$ cat src/rtl/fx2_packet_tx.sv
// fx2_packet_tx: burst-reads one packet from the channel FIFO and writes it to the FX2 slave FIFO, then idles for a gap
module fx2_packet_tx #(
   parameter int PACKET_WORDS = 256,
   parameter int GAP_CYCLES   = 4,
   parameter int CNT_WIDTH    = 16
) (
   input  logic                 clk,
   input  logic                 reset,
   input  logic                 bus_reset,
   input  logic                 enable,
   input  logic                 packet_rdy,
   input  logic [15:0]          fifo_dout,
   output logic                 rd_req,
   input  logic                 fx2_full,
   output logic [15:0]          fx2_data,
   output logic                 fx2_wr,
   output logic                 busy,
   output logic [CNT_WIDTH-1:0] pkt_count,
   output logic                 overrun,
   input  logic                 clear_status
);
   localparam int CW = $clog2(PACKET_WORDS + GAP_CYCLES + 1);
   typedef enum logic [1:0] {IDLE, READ, DRAIN, GAP} state_t;
   state_t state, state_nxt;
   logic [CW-1:0] cnt, cnt_nxt;
   logic rd_d, done;
   assign rd_req = state == READ;
   assign busy = state != IDLE;
   // next state and shared phase counter: words in READ, pipeline flush in DRAIN, idle cycles in GAP
   always_comb begin
      state_nxt = state;
      cnt_nxt = cnt + CW'(1);
      done = 1'b0;
      case (state)
         IDLE: begin
            cnt_nxt = '0;
            if (enable && packet_rdy && !fx2_full) state_nxt = READ;
         end
         READ: if (cnt == CW'(PACKET_WORDS - 1)) begin
            state_nxt = DRAIN;
            cnt_nxt = '0;
         end
         DRAIN: if (cnt == CW'(1)) begin
            state_nxt = GAP;
            cnt_nxt = '0;
            done = 1'b1;
         end
         GAP: if (cnt == CW'(GAP_CYCLES - 1)) begin
            state_nxt = IDLE;
            cnt_nxt = '0;
         end
         default: state_nxt = IDLE;
      endcase
   end
   // state register; either reset abandons the packet in progress
   always_ff @(posedge clk) begin
      if (reset || bus_reset) begin
         state <= IDLE;
         cnt <= '0;
      end else begin
         state <= state_nxt;
         cnt <= cnt_nxt;
      end
   end
   // two-stage datapath: request, FIFO read latency, then registered word onto the FX2 bus
   always_ff @(posedge clk) begin
      if (reset || bus_reset) begin
         rd_d <= 1'b0;
         fx2_wr <= 1'b0;
         fx2_data <= '0;
      end else begin
         rd_d <= rd_req;
         fx2_wr <= rd_d;
         if (rd_d) fx2_data <= fifo_dout;
      end
   end
   // status: completed-packet counter and sticky overrun (a new overrun beats clear_status)
   always_ff @(posedge clk) begin
      if (reset) begin
         pkt_count <= '0;
         overrun <= 1'b0;
      end else begin
         if (done && !bus_reset) pkt_count <= pkt_count + CNT_WIDTH'(1);
         if (fx2_wr && fx2_full) overrun <= 1'b1;
         else if (clear_status) overrun <= 1'b0;
      end
   end
endmodule

$ cat config.mk
export PLATFORM = sky130hd
export DESIGN_NAME = fx2_packet_tx
export DESIGN_NICKNAME = d
export VERILOG_FILES = /design/src/rtl/fx2_packet_tx.sv
export SDC_FILE = /design/constraint.sdc
export NUM_CORES = 1
export LEC_CHECK = 0
export ABC_CLOCK_PERIOD_IN_PS = 3400
export CAP_MARGIN = 15
export CORE_MARGIN = 8
export CORE_UTILIZATION = 51
export DETAILED_ROUTE_END_ITERATION = 7
export GPL_ROUTABILITY_DRIVEN = 0
export PLACE_DENSITY = 0.82
export SETUP_SLACK_MARGIN = 0.5
export SLEW_MARGIN = 25
export SYNTH_ARGS = -nofsm -noshare
export SYNTH_HDL_FRONTEND = slang
export SYNTH_SLANG_ARGS = --single-unit
$ cat constraint.sdc
create_clock -name clk -period 3.4 [get_ports clk]
set_clock_uncertainty 0.05 [all_clocks]
set_input_delay 0.68 -clock clk [delete_from_list [all_inputs] [get_ports clk]]
set_output_delay 0.68 -clock clk [all_outputs]
set_load 0.05 [all_outputs]
==> out/metrics.cfg, run 1 <==
[run_status]
status = finished clean

[placement]
detailedPlacementHpwl_mm = 3.488
portbufs = 58

[worst_setup_path]
r2r_end = cnt[7]$_SDFF_PP0_
critical_path_buf_inv_count = 3
worstSetupPathDepth = 4
start_kind = flip-flop
timing.critical_path.fanout_max = 4
path_delay_family = buffers and inverters

[sta]
drv_slew = 0
final-hold-violation-count = 0
grt_setup_unrepaired = false
setup_ws_ns = 0.8104
worst-slew-pin-transition_ns = 0.9003
final_setup_fails = 0
maxClockFrequency_mhz = 386.2

[final_layout]
comb_area_share_pct = 38.03
layout.buffer.nonclock.area_share_pct = 21.10
nClkBuffers = 8
layout_top_cell = clkdlybuf4s50_1
clockNetworkAreaShare_pct = 3.952
most_common_logic_cells_in_the_final_layout = 58 x clkdlybuf4s50_1, 46 x dfxtp_1, 35 x nor2_1
n_fill_cell = 315
syn2layout_area_growth_pct = 35.46
drive_above_1_share_pct = 5.694
post-route-cell-area_mm2 = 0.002786
sequential_portion_of_the_cell_area_pct = 33.05

[synth]
synth.lib_cells_used.distinct = 36
yosys_area_mm2 = 0.002057
top_cells_by_area = dfxtp_1 45%, mux2i_1 8.8%, nor2_1 6.4%, ha_1 5.5%, xor2_1 2.6%
yosys-stat-cells = 222
synthDominantAreaCellType = dfxtp_1
yosys_register_bits = 46

[route]
detail-route-antenna-nets = 0
met2_length_mm = 1.944
highest-signal-layer = met4
drt_iter0_drc = 91
total_number_of_vias = 1708
first_pass_iters = 4
detail_route.vias_per_cell = 5.160

[clock_tree]
cts_resized = 0
worst_setup_hold_path_clk_slew_ns = 0.08

[grt]
pin_count_of_the_biggest_net_entering_global_routing = 23
grt_pass1_wl_mm = 7.955

[power_and_ir_drop]
power_density_mw_per_mm2 = 351.2

[die]
die_width_um = 79.51

[min_path]
hold_path.class = flip-flop to flip-flop
worst_hold_path.endpoint = overrun$_SDFFE_PP0P_

run 1: logic make-up (layout without fill, tap and decap cells):
kind of cell	count (synthesis)	after routing	share of synthesized area (%)
flip-flops	46	46	44.77
adder cells (fa/ha/maj)	9	9	5.475
AND/OR/NAND/NOR	92	92	24.09
multiplexers	22	22	10.95
buffers and inverters	20	79	3.710
AND-OR/OR-AND	24	24	7.178
XOR/XNOR	9	9	3.832
run 1: synth_stat cells:
cell type,n
nor3_2,1
nand3b_1,1
and3b_1,1
o21ai_0,5
xor2_1,6
or3_1,5
nand4_2,2
ha_1,9
nor2b_1,5
a31oi_1,2
nand2b_1,1
mux2_1,4
nor4_1,1
xnor2_1,3
and3_1,4
nand3_1,6
and4_1,1
nand4_1,5
o31ai_2,1
o31ai_1,4
clkbuf_1,7
nor3_1,4
or4_1,4
a21o_1,1
nand2_1,9
nor4_4,1
a21boi_0,1
buf_2,1
mux2i_1,18
nor2_1,35
a21oi_1,9
inv_1,12
or2_2,2
dfxtp_1,46
and2_1,4
o21bai_1,1
run 1: power breakdown:
group	switching, W	internal (W)
Clock	0.000178	0.000205
Combinational	0.0000225	0.0000317
Sequential	0.00000176	0.000539
Total	0.000202	0.000776
run 1: worst register-to-register path: stages (launching register included):
cell	delay (ns)
dfxtp_1	0.42
ha_1	0.23
nand3_1	0.12
nor2_1	0.20
and3_1	0.21
ha_1	0.15
nor2b_1	0.07
o31ai_2	0.63
nor2_1	0.11
run 1: flip-flops by register name (all words and copies together), names as in the netlist:
signal / cells
fx2_wr: 1
pkt_count: 16
cnt: 9
overrun: 1
rd_d: 1
fx2_data: 16
state: 2
Figure 1. Routing congestion (run 1).
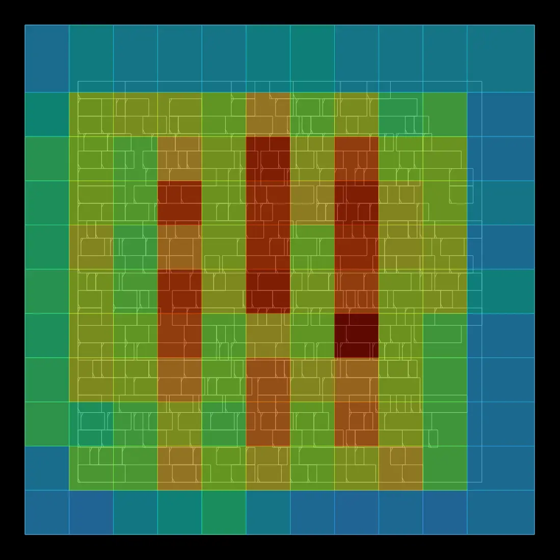
grt met3 use: 9.910%
global-route track usage on met2: 23.06%
overall global routing resource usage: 15.69%
met1 Resource Use GR: 17.38%
most utilized layer in the global route result: met2

Figure 2. Metal layers overlaid (run 1).
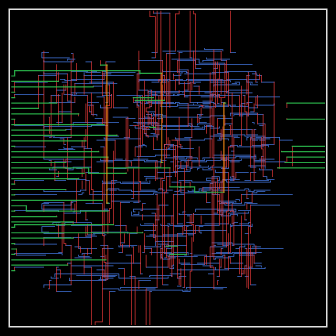
[M3] green | wire length: 645 µm
[M2] red | wire length: 1940 µm
[M4] orange | wire length: 79.6 µm
[M1] blue | wire length: 2120 µm

Figure 3. Cell area per tile (run 1).
The die is cut into 8 by 8 equal tiles; white is low, dark blue is high, 0 to 100% covered.
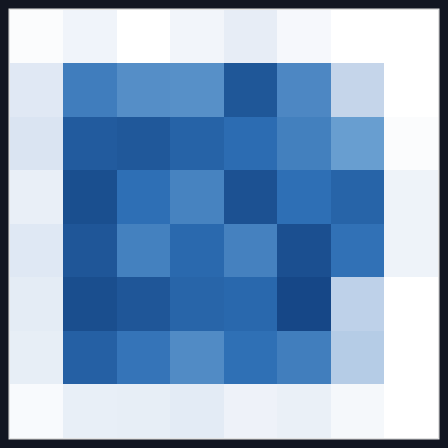
tiles over 75% full: 27%
densest ninth of the die: centre
mean over tiles: 43%
nearly empty tiles: 14%
fullest tile: 91%

==> run 2, diff against run 1 <==
--- a/config.mk
+++ b/config.mk
@@ -5,13 +5,13 @@
 export SDC_FILE = /design/constraint.sdc
 export NUM_CORES = 1
 export LEC_CHECK = 0
-export ABC_CLOCK_PERIOD_IN_PS = 3400
+export ABC_CLOCK_PERIOD_IN_PS = 2700
 export CAP_MARGIN = 15
 export CORE_MARGIN = 8
-export CORE_UTILIZATION = 51
+export CORE_UTILIZATION = 47
 export DETAILED_ROUTE_END_ITERATION = 7
 export GPL_ROUTABILITY_DRIVEN = 0
-export PLACE_DENSITY = 0.82
+export PLACE_DENSITY = 0.76
 export SETUP_SLACK_MARGIN = 0.5
 export SLEW_MARGIN = 25
 export SYNTH_ARGS = -nofsm -noshare
==> constraint.sdc (replaced) <==
create_clock -name clk -period 2.7 [get_ports clk]
set_clock_uncertainty 0.05 [all_clocks]
set_input_delay 0.54 -clock clk [delete_from_list [all_inputs] [get_ports clk]]
set_output_delay 0.54 -clock clk [all_outputs]
set_load 0.05 [all_outputs]
==> run 2 against run 1 <==
Clock-buffer cell count is 2 lower. Sequential power grew 26%. Critical path depth grew 4. Area after synthesis stayed put. Combinational power grew 25%. Final cell count increased by 0.60%. First-iteration DRC count fell by 30%. Critical path type is now flip-flop to flip-flop.
==> out/metrics.cfg, run 2 <==
[synth]
main_flop_type = dfxtp_1
synthArstFlopShare_pct = 0  ; unchanged
synth.lib_cells_used.distinct = 36  ; unchanged
synth-edff-count = 0  ; unchanged
yosys-stat-cells = 222  ; unchanged
top_cells_by_area = dfxtp_1 45%, mux2i_1 8.8%, nor2_1 6.4%, ha_1 5.5%, xor2_1 2.6%
synthTopCellsByCount = 46 x dfxtp_1, 35 x nor2_1, 18 x mux2i_1

[die]
die_width_um = 82.16  ; +3.3%

[worst_setup_path]
start_kind = flip-flop
path_delay_family = simple AND/OR/NAND/NOR gates
timing.critical_path.fanout_max = 4  ; unchanged

[route]
detail_route.vias_per_cell = 5.207  ; +0.91%
total_number_of_vias = 1734  ; +1.5%
detail-route-antenna-nets = 0  ; unchanged

[final_layout]
post-route-cell-area_mm2 = 0.002795  ; +0.31%
layout_top_cell = clkdlybuf4s50_1
syn2layout_area_growth_pct = 35.89

[power_and_ir_drop]
pwr.group.combinational_w = 0.0000675  ; +25%
power_density_mw_per_mm2 = 449.7  ; +28%
p_comb_share_pct = 5.4  ; about the same
power_clock_w = 0.000508  ; +33%
power.group.top = sequential cells
power.share.switching_pct = 20.91  ; +0.22 points

[sta]
maxClockFrequency_mhz = 464.6
drv_slew = 0  ; unchanged
final-hold-violation-count = 0  ; unchanged
grt_setup_unrepaired = true
final_setup_fails = 0  ; unchanged

[clock_tree]
worst_setup_hold_path_clk_slew_ns = 0.09  ; about the same

[grt]
pin_count_of_the_biggest_net_entering_global_routing = 23  ; unchanged
groute.usage.overall_pct = 13.99  ; -1.7 points

[run_status]
status = finished clean

[min_path]
hold_path.class = flip-flop to flip-flop

-- run 2: final timing paths --
path / startpoint / endpoint / slack (ns) / cells past startpoint
worst max-delay path: cnt[1]$_SDFF_PP0_ / state[0]$_SDFFE_PP0P_ / 0.55 / 8
worst min-delay path: cnt[0]$_SDFF_PP0_ / cnt[0]$_SDFF_PP0_ / 0.40 / 1
worst max register to register: cnt[1]$_SDFF_PP0_ / state[0]$_SDFFE_PP0P_ / 0.55 / 8
worst min register to register: cnt[0]$_SDFF_PP0_ / cnt[0]$_SDFF_PP0_ / 0.40 / 1
-- run 2: cell families (layout without fill, tap and decap cells) --
group                    count (synthesis)  count (layout)  synth area share [%]
flip-flops                              46              46                 44.77
adder cells (fa/ha/maj)                  9               9                 5.475
XOR/XNOR                                 9               9                 3.832
AND-OR/OR-AND                           24              24                 7.178
buffers and inverters                   20              79                 3.710
multiplexers                            22              22                 10.95
AND/OR/NAND/NOR                         92              92                 24.09
-- run 2: what timing repair did --
item                                    4_1_cts  5_1_grt
endpoints found under the setup margin       12       12
gates resized                                 5        5
hold endpoints to repair                      0        0
hold buffers                                  0        0
-- run 2: final cells by class --
cell class | instances | area (µm²)
clock inverter | 2 | 37.54
clock buffer | 6 | 72.57
fill | 373 | 1499
inverter | 12 | 45.04
timing repair buffer | 59 | 581.8
tap | 52 | 65.06
multi-input combinational | 156 | 1071
sequential | 46 | 922.1
-- run 2: per-layer routing --
| metal | vias to the layer above | GRT usage (%) | share of wire, % |
|---|---|---|---|
| met1 | 807 | 16.47 | 43 |
| met3 | 10 | 3.896 | 6.5 |
| met2 | 42 | 23.68 | 49 |
| li1 | 875 | - | - |
| met5 | - | 0 | 0 |
| met4 | 0 | 5.263 | 1.7 |
Figure 4. Metal layers overlaid (run 2).
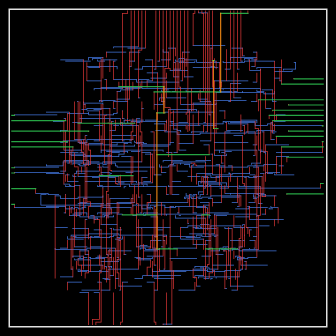
[M2] red | wire length: 2310 µm
[M4] orange | wire length: 80.2 µm
[M3] green | wire length: 311 µm
[M1] blue | wire length: 2050 µm

Figure 5. Selected gate families (run 2).
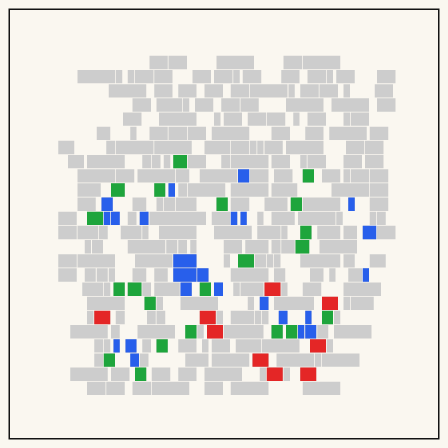
[xor and xnor cells] red | cells: 9
[and/or cells] green | cells: 21
[nand cells] blue | cells: 24

Power and IR drop assume default switching activity.
